$ cat config.mk
export PLATFORM = sky130hd
export DESIGN_NAME = masked_sbox_layer
export DESIGN_NICKNAME = d
export VERILOG_FILES = /design/src/rtl/masked_sbox_layer.sv
export SDC_FILE = /design/constraint.sdc
export NUM_CORES = 2
export LEC_CHECK = 0
export ABC_AREA = 1
export CAP_MARGIN = 20
export CORE_ASPECT_RATIO = 0.5
export CORE_MARGIN = 5
export CORE_UTILIZATION = 58
export DETAILED_ROUTE_END_ITERATION = 8
export PLACE_DENSITY_LB_ADDON = 0.12
export SYNTH_ARGS = -nofsm -noshare
export SYNTH_HDL_FRONTEND = slang
export SYNTH_SLANG_ARGS = --single-unit
$ cat constraint.sdc
create_clock -name clk -period 1.94 [get_ports clk]
set_clock_uncertainty 0.2 [all_clocks]
set_input_delay 0.388 -clock clk [delete_from_list [all_inputs] [get_ports clk]]
set_output_delay 0.388 -clock clk [all_outputs]
set_load 0.1 [all_outputs]
$ cat src/rtl/masked_sbox_layer.sv
// masked_sbox_layer: pipelined, first-order 2-share masked PRINCE S-box layer.
// NSBOX nibbles are processed in parallel. Forward or inverse S-box is chosen per beat.
// Pipeline: stage 1 registers non-complete component functions, and stage 2
// compresses them into two output shares.
// Optional build macro MASK_REFRESH_EN adds the input port 'rnd'. That value is
// registered with the beat and XORed into both output shares at stage 2.
module masked_sbox_layer #(
  parameter int NSBOX = 16,
  localparam int W = 4 * NSBOX
) (
  input  logic         clk,
  input  logic         rst,
  input  logic         in_valid,
  output logic         in_ready,
  input  logic         in_mode,
  input  logic [W-1:0] in_sh0,
  input  logic [W-1:0] in_sh1,
`ifdef MASK_REFRESH_EN
  input  logic [W-1:0] rnd,
`endif
  output logic         out_valid,
  input  logic         out_ready,
  output logic         out_mode,
  output logic [W-1:0] out_sh0,
  output logic [W-1:0] out_sh1,
  output logic         busy
);

  // S-box truth tables. Entry x sits at bits [4x+3:4x].
  localparam logic [63:0] S_FWD = 64'h4D5E_0876_19CA_23FB;
  localparam logic [63:0] S_INV = 64'h1CE5_046A_98DF_237B;

  // Shared evaluation of one output bit of an S-box table.
  // The ANF of the bit is derived from the truth table; this is constant and
  // folds away in synthesis. Every monomial of the ANF is then expanded over
  // the two shares. Each expanded term is owned by exactly one share-index
  // pattern c (bit k of c picks the share of input bit k). Variables that are
  // absent from the monomial force c_k = 0, so each term lands in exactly one
  // component.
  // Component c therefore reads only share c_k of input bit k and never both
  // shares of one bit. XOR over all 16 components gives the unmasked bit.
  function automatic logic [15:0] compBits(input logic [63:0] tbl,
                                           input logic [1:0]  bitSel,
                                           input logic [3:0]  s0,
                                           input logic [3:0]  s1);
    logic [15:0] anf;
    logic [15:0] res;
    logic [3:0]  xv;
    logic [3:0]  pv;
    logic [3:0]  cv;
    logic [3:0]  mv;
    logic        term;
    anf = '0;
    res = '0;
    for (int x = 0; x < 16; x++) begin
      xv = 4'(x);
      anf[xv] = tbl[{xv, bitSel}];
    end
    for (int i = 0; i < 4; i++) begin
      pv = 4'(1 << i);
      for (int x = 0; x < 16; x++) begin
        xv = 4'(x);
        if ((xv & pv) != 4'b0) begin
          anf[xv] = anf[xv] ^ anf[xv ^ pv];
        end
      end
    end
    for (int c = 0; c < 16; c++) begin
      cv = 4'(c);
      for (int m = 0; m < 16; m++) begin
        mv = 4'(m);
        if (anf[mv] && ((cv & ~mv) == 4'b0)) begin
          term = 1'b1;
          for (int k = 0; k < 4; k++) begin
            pv = 4'(1 << k);
            if ((mv & pv) != 4'b0) begin
              term = term & (((cv & pv) != 4'b0) ? (|(s1 & pv)) : (|(s0 & pv)));
            end
          end
          res[cv] = res[cv] ^ term;
        end
      end
    end
    return res;
  endfunction

  // Handshake state.
  logic r_v1;
  logic r_v2;
  logic w_adv1;
  logic w_adv2;

  // Stage-1 component registers, indexed [nibble][output bit][share pattern].
  logic [NSBOX-1:0][3:0][15:0] w_compFwd;
  logic [NSBOX-1:0][3:0][15:0] w_compInv;
  logic [NSBOX-1:0][3:0][15:0] r_comp;
  logic                        r_mode1;

  // Compression results and stage-2 output registers.
  logic [W-1:0] w_cmp0;
  logic [W-1:0] w_cmp1;
  logic [W-1:0] w_next0;
  logic [W-1:0] w_next1;
  logic [W-1:0] r_sh0;
  logic [W-1:0] r_sh1;
  logic         r_mode2;

  assign w_adv2    = !r_v2 || out_ready;
  assign w_adv1    = !r_v1 || w_adv2;
  assign in_ready  = w_adv1;
  assign out_valid = r_v2;
  assign out_mode  = r_mode2;
  assign out_sh0   = r_sh0;
  assign out_sh1   = r_sh1;
  assign busy      = r_v1 || r_v2;

  // Component generation and compression, one slice per nibble and output bit.
  // Components with c[3] = 0 fold into share 0, and the rest fold into share 1.
  for (genvar gi = 0; gi < NSBOX; gi++) begin : g_nib
    for (genvar gb = 0; gb < 4; gb++) begin : g_bit
      assign w_compFwd[gi][gb] = compBits(S_FWD, 2'(gb), in_sh0[4*gi +: 4], in_sh1[4*gi +: 4]);
      assign w_compInv[gi][gb] = compBits(S_INV, 2'(gb), in_sh0[4*gi +: 4], in_sh1[4*gi +: 4]);
      assign w_cmp0[4*gi + gb] = ^r_comp[gi][gb][7:0];
      assign w_cmp1[4*gi + gb] = ^r_comp[gi][gb][15:8];
    end
  end

`ifdef MASK_REFRESH_EN
  logic [W-1:0] r_rnd;

  assign w_next0 = w_cmp0 ^ r_rnd;
  assign w_next1 = w_cmp1 ^ r_rnd;

  // Fresh randomness travels with the beat through stage 1.
  always_ff @(posedge clk) begin
    if (rst) begin
      r_rnd <= '0;
    end else if (w_adv1 && in_valid) begin
      r_rnd <= rnd;
    end
  end
`else
  assign w_next0 = w_cmp0;
  assign w_next1 = w_cmp1;
`endif

  // Stage 1 captures the component set for the selected direction when it can advance.
  always_ff @(posedge clk) begin
    if (rst) begin
      r_v1    <= 1'b0;
      r_comp  <= '0;
      r_mode1 <= 1'b0;
    end else if (w_adv1) begin
      r_v1 <= in_valid;
      if (in_valid) begin
        r_comp  <= in_mode ? w_compInv : w_compFwd;
        r_mode1 <= in_mode;
      end
    end
  end

  // Stage 2 registers the compressed shares and holds them steady while stalled.
  always_ff @(posedge clk) begin
    if (rst) begin
      r_v2    <= 1'b0;
      r_sh0   <= '0;
      r_sh1   <= '0;
      r_mode2 <= 1'b0;
    end else if (w_adv2) begin
      r_v2 <= r_v1;
      if (r_v1) begin
        r_sh0   <= w_next0;
        r_sh1   <= w_next1;
        r_mode2 <= r_mode1;
      end
    end
  end

endmodule

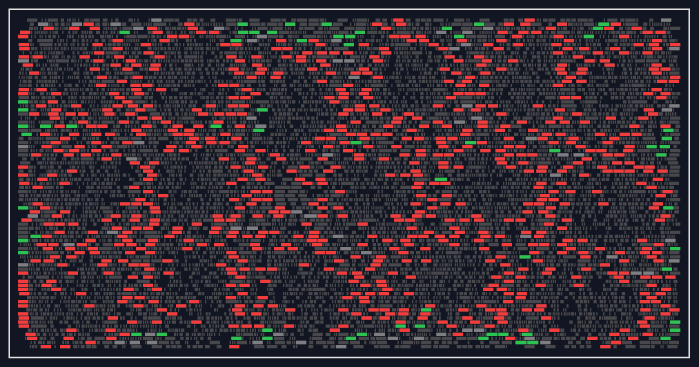
(images/ff_map.png)
(1.5 px per um) Other sequential cells in the stronger grey, the rest of the logic in the fainter grey.
| name in the netlist | colour | flops | where |
|---|---|---|---|
| r_comp | red | 848 | all over the die |
| out_sh1 | green | 64 | all over the die |
fraction of standard cell area that is sequential: 0.266
Sequential Power: 22.4 mW

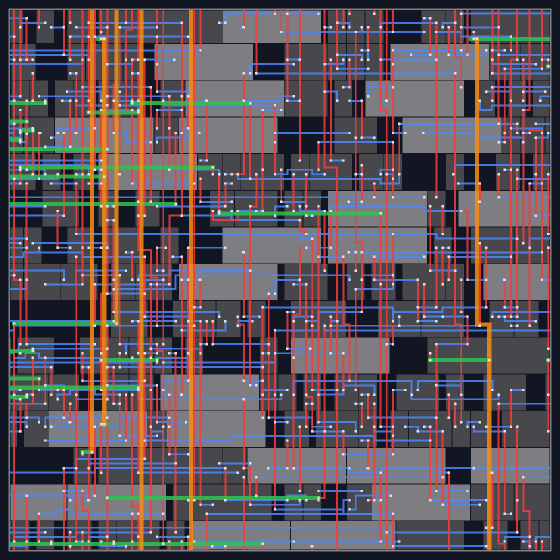
(images/closeup.png)
Region (206, 142) to (246, 182) um. Cells in grey, sequential cells in the stronger grey; small squares are vias.
| layer | colour |
|---|---|
| M2 | red |
| M4 | orange |
| M1 | blue |
| M3 | green |
cells with their middle in the window: 161
sequential cells in the window: 27
netlist names of flops here include: r_comp (26), out_sh1 (1)
most frequent: nand2_1 (41), dfxtp_1 (26), a21oi_1 (18)

==> results.txt <==
clock slew seen by the registers of the worst setup and hold paths -> 0.06 ns
Root Driver -> sky130_fd_sc_hd__clkbuf_16
clock tree from TritonCTS -> yes
Combinational Area -> 0.0322 mm2
Post-DRT Antenna Nets -> 0
number of iterations in the first detailed-routing pass -> 9
count of warning messages emitted by the tools -> 33
wirelength, routed -> 184,000 um
Std-Cell Rows -> 81
first-pass GRT wire length -> 295,000 um
count of max-cap constraint violations -> 0
crit path launch type -> register
IO buf count -> 264
number of pins exceeding their max-slew limit in the final report -> 0
Critical Path End Type -> output port
cells after synthesis -> 8,686
unrepaired setup endpoints after global routing -> true
final worst-path cycle share -> 1.12
FF/Latch Area -> 0.0197 mm2
global placement routability congestion -> 1.00
worst skew pair latency -> 0.72 ns
library cell occupying the most area in the post-synthesis netlist -> sky130_fd_sc_hd__dfxtp_1
number of synthesized register bits -> 980
Via density -> 5.50
Final Total Pwr -> 54.8 mW
placed instance area -> 0.0707 mm2
critical path arrival -> 1.59 ns
Die Span Y -> 231 um
WS Path Type -> register to output port
fraction of the mapped netlist area in simple logic gates -> 0.286
biggest fanout along the worst timing path -> 2
worst hold margin -> 0.202 ns
FA/HA/MAJ Cells, Area Fraction -> 0
number of sinks driven by the clock tree -> 980
Setup-failing EPs final -> 3
violation tally from detailed-route iteration zero -> 6,029
number of cells in the yosys synthesis report -> 8,686
Final Core Density -> 0.759
minimum setup slack after placement -> -0.574 ns
antenna violations before repair -> 10
Yosys chip area -> 0.0567 mm2
yosys warning tally -> 0
largest net degree at the start of global routing -> 105
effective utilization at floorplan -> 0.583
total nets after synthesis -> 8,819
PnR worst setup slack -> -0.239 ns
mean instance size in the synthesized netlist -> 6.53 um2
netlist area before placement -> 0.0567 mm2
via count of the first global-routing pass -> 57,800
maximum buffer depth of the clock tree -> 3
fraction of final layout cells sized beyond drive strength 1 -> 0.163
comb area leader -> simple AND/OR/NAND/NOR gates
H-tree level count -> 3
violated checks -> negative setup slack
share of flip-flops with an asynchronous set or reset -> 0
number of buffers created by CTS -> 90
count of vias placed by the detailed router -> 61,500
final hold violations -> 0
Die Footprint -> 0.105 mm2
unique cell type count in the Yosys netlist -> 48
chip width -> 452 um
Filler Cells Inserted -> 7,944
actual slew at the worst max-slew pin -> 0.558 ns
P_leak -> 35.2 nW
flip-flops with a built-in enable -> 0
Dominant Register Cell -> sky130_fd_sc_hd__dfxtp_1
Max-slew headroom -> 0.628
Fmax -> 459 MHz
aoi/oai-family share of the synthesized area -> 0.163
Top-area cell share -> 0.346
DRC viols -> 0
number of placed cells counting well taps -> 11,000
data required time of the critical path -> 1.35 ns
Syn-to-layout area delta -> 30.3%
min cycle time layout -> 2.18 ns
power per cell area -> 742 mW/mm2
Seq/Total Area, Yosys -> 0.346
run status -> finished with violations
nets -> 9,911
dominant logic cell types in the final layout -> sky130_fd_sc_hd__nand2_1 (2,319), sky130_fd_sc_hd__buf_4 (1,154), sky130_fd_sc_hd__dfxtp_1 (936)
placeable core region -> 0.0974 mm2
sum of negative setup slack -> -0.507 ns
mux share -> 0
routed len/inst -> 16.5 um
path class of the lowest-slack min-delay path -> input pin to register
HPWL Detailed -> 134,000 um
synthesized-area fraction occupied by xor and xnor cells -> 0.116
largest cells by area after synthesis -> sky130_fd_sc_hd__dfxtp_1 (35%), sky130_fd_sc_hd__nand2_1 (15%), sky130_fd_sc_hd__a21oi_1 (6.2%), sky130_fd_sc_hd__xnor2_1 (6.2%), sky130_fd_sc_hd__nor2_1 (6.1%)
Layout Cell Area excl Fill -> 0.0739 mm2
worst-case vdd ir drop -> 0.793 mV
ports placed on the boundary -> 265
final global-route overflow total -> 0
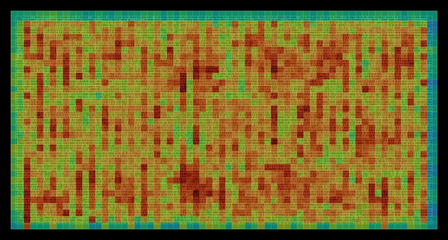
(images/congestion_map.png)
met1 track utilization from global routing: 0.457
met3 track demand over resource: 0.0414
met2 track demand over resource in global routing: 0.563
highest-utilization routing layer at the global route stage: met2
GRT Overall Usage: 0.339

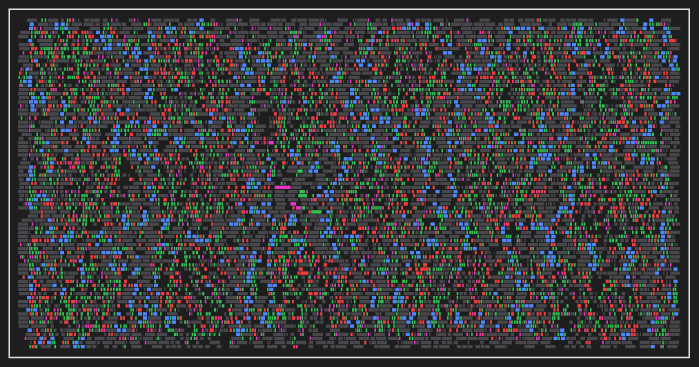
(images/gates.png)
(1.5 px per um)
| family | colour | cells | most used | where |
|---|---|---|---|---|
| nand cells | green | 2,996 | nand2_1 | all over the die |
| aoi and oai cells | red | 1,674 | a21oi_1 | all over the die |
| xor and xnor cells | blue | 751 | xnor2_1 | all over the die |
| inv cells | magenta | 734 | inv_1 | all over the die |
proportion of cell area occupied by multi-input gates: 0.435
Top cell excl fill/tap: sky130_fd_sc_hd__nand2_1
number of standard cells in the layout, taps in and fillers out: 11,200

[cells by family after synthesis]
kind of cell           Yosys count
AND/OR/NAND/NOR               4019
buffers and inverters         1250
AND-OR/OR-AND                 1686
XOR/XNOR                       751
flip-flops                     980
[state kept, by name (all words and copies together), names as in the netlist]
| register | flops |
|---|---|
| out_mode | 1 |
| out_sh0 | 64 |
| out_sh1 | 64 |
| out_valid | 1 |
| r_comp | 848 |
| r_mode1 | 1 |
| r_v1 | 1 |
[per-layer routing]
layer / vias to the layer above / share of wire / GRT usage
met3: 419 / 0.071 / 0.0414
met5: - / 0.00014 / 0
met4: 4 / 0.034 / 0.122
met1: 28400 / 0.44 / 0.457
met2: 2397 / 0.46 / 0.563
li1: 30300 / - / -
[final timing paths]
| kind | from | slack [ns] | depth (start not counted) | endpoint |
|---|---|---|---|---|
| setup / recovery | r_v1 | -0.24 | 3 | busy |
| hold reg to reg | r_comp[810] | 0.28 | 2 | r_comp[810] |
| hold / removal | in_sh0[48] | 0.20 | 3 | r_comp[778] |
| setup reg to reg | r_v1 | 0.08 | 7 | r_comp[62] |
[worst max-delay path: stages, from the launching register on]
cell and delay [ns]:
sky130_fd_sc_hd__dfxtp_2 0.34, sky130_fd_sc_hd__buf_6 0.13, sky130_fd_sc_hd__or2_4 0.25, sky130_fd_sc_hd__buf_12 0.16
[what timing repair did]
item | in CTS | in global routing
endpoints found under the setup margin | 42 | 9
hold buffers | 2 | 0
hold endpoints to repair | 61 | 0
resized | 45 | 7
setup buffers | 2 | 0
pin swaps | 1 | 0
[power by group]
group / internal, mW / switching (mW)
clock network: 10.4 / 8.39
registers: 21.2 / 1.15
logic: 5.61 / 8.01
[cells in the mapped netlist, types with 6 or more instances]
library cell,instances
sky130_fd_sc_hd__o211ai_1,115
sky130_fd_sc_hd__o21bai_1,8
sky130_fd_sc_hd__a32oi_1,9
sky130_fd_sc_hd__a31oi_1,137
sky130_fd_sc_hd__clkinv_1,16
sky130_fd_sc_hd__nand4_1,73
sky130_fd_sc_hd__nand2b_1,15
sky130_fd_sc_hd__a22oi_1,33
sky130_fd_sc_hd__dfxtp_1,980
sky130_fd_sc_hd__nor2_1,921
sky130_fd_sc_hd__xor2_1,350
sky130_fd_sc_hd__o21ai_0,597
sky130_fd_sc_hd__a211oi_1,11
sky130_fd_sc_hd__buf_4,9
sky130_fd_sc_hd__buf_1,19
sky130_fd_sc_hd__xnor2_1,401
sky130_fd_sc_hd__nand2_1,2320
sky130_fd_sc_hd__nand3_1,574
sky130_fd_sc_hd__inv_1,715
sky130_fd_sc_hd__o221ai_1,6
sky130_fd_sc_hd__clkbuf_1,245
sky130_fd_sc_hd__buf_2,240
sky130_fd_sc_hd__nand3b_1,10
sky130_fd_sc_hd__a21oi_1,703
sky130_fd_sc_hd__nor3_1,88
sky130_fd_sc_hd__o22ai_1,27
sky130_fd_sc_hd__o2111ai_1,6
[layout make-up]
class | count | share of cell area
Sequential cell | 980 | 0.266
Multi-Input combinational cell | 6456 | 0.435
Clock inverter | 46 | 0.00702
Tap cell | 1328 | 0.0225
Antenna cell | 9 | 0.000305
Clock buffer | 117 | 0.0342
Inverter | 734 | 0.0379
Timing Repair Buffer | 1516 | 0.197
No activity file was given, so power comes from the tool's default toggle rates.
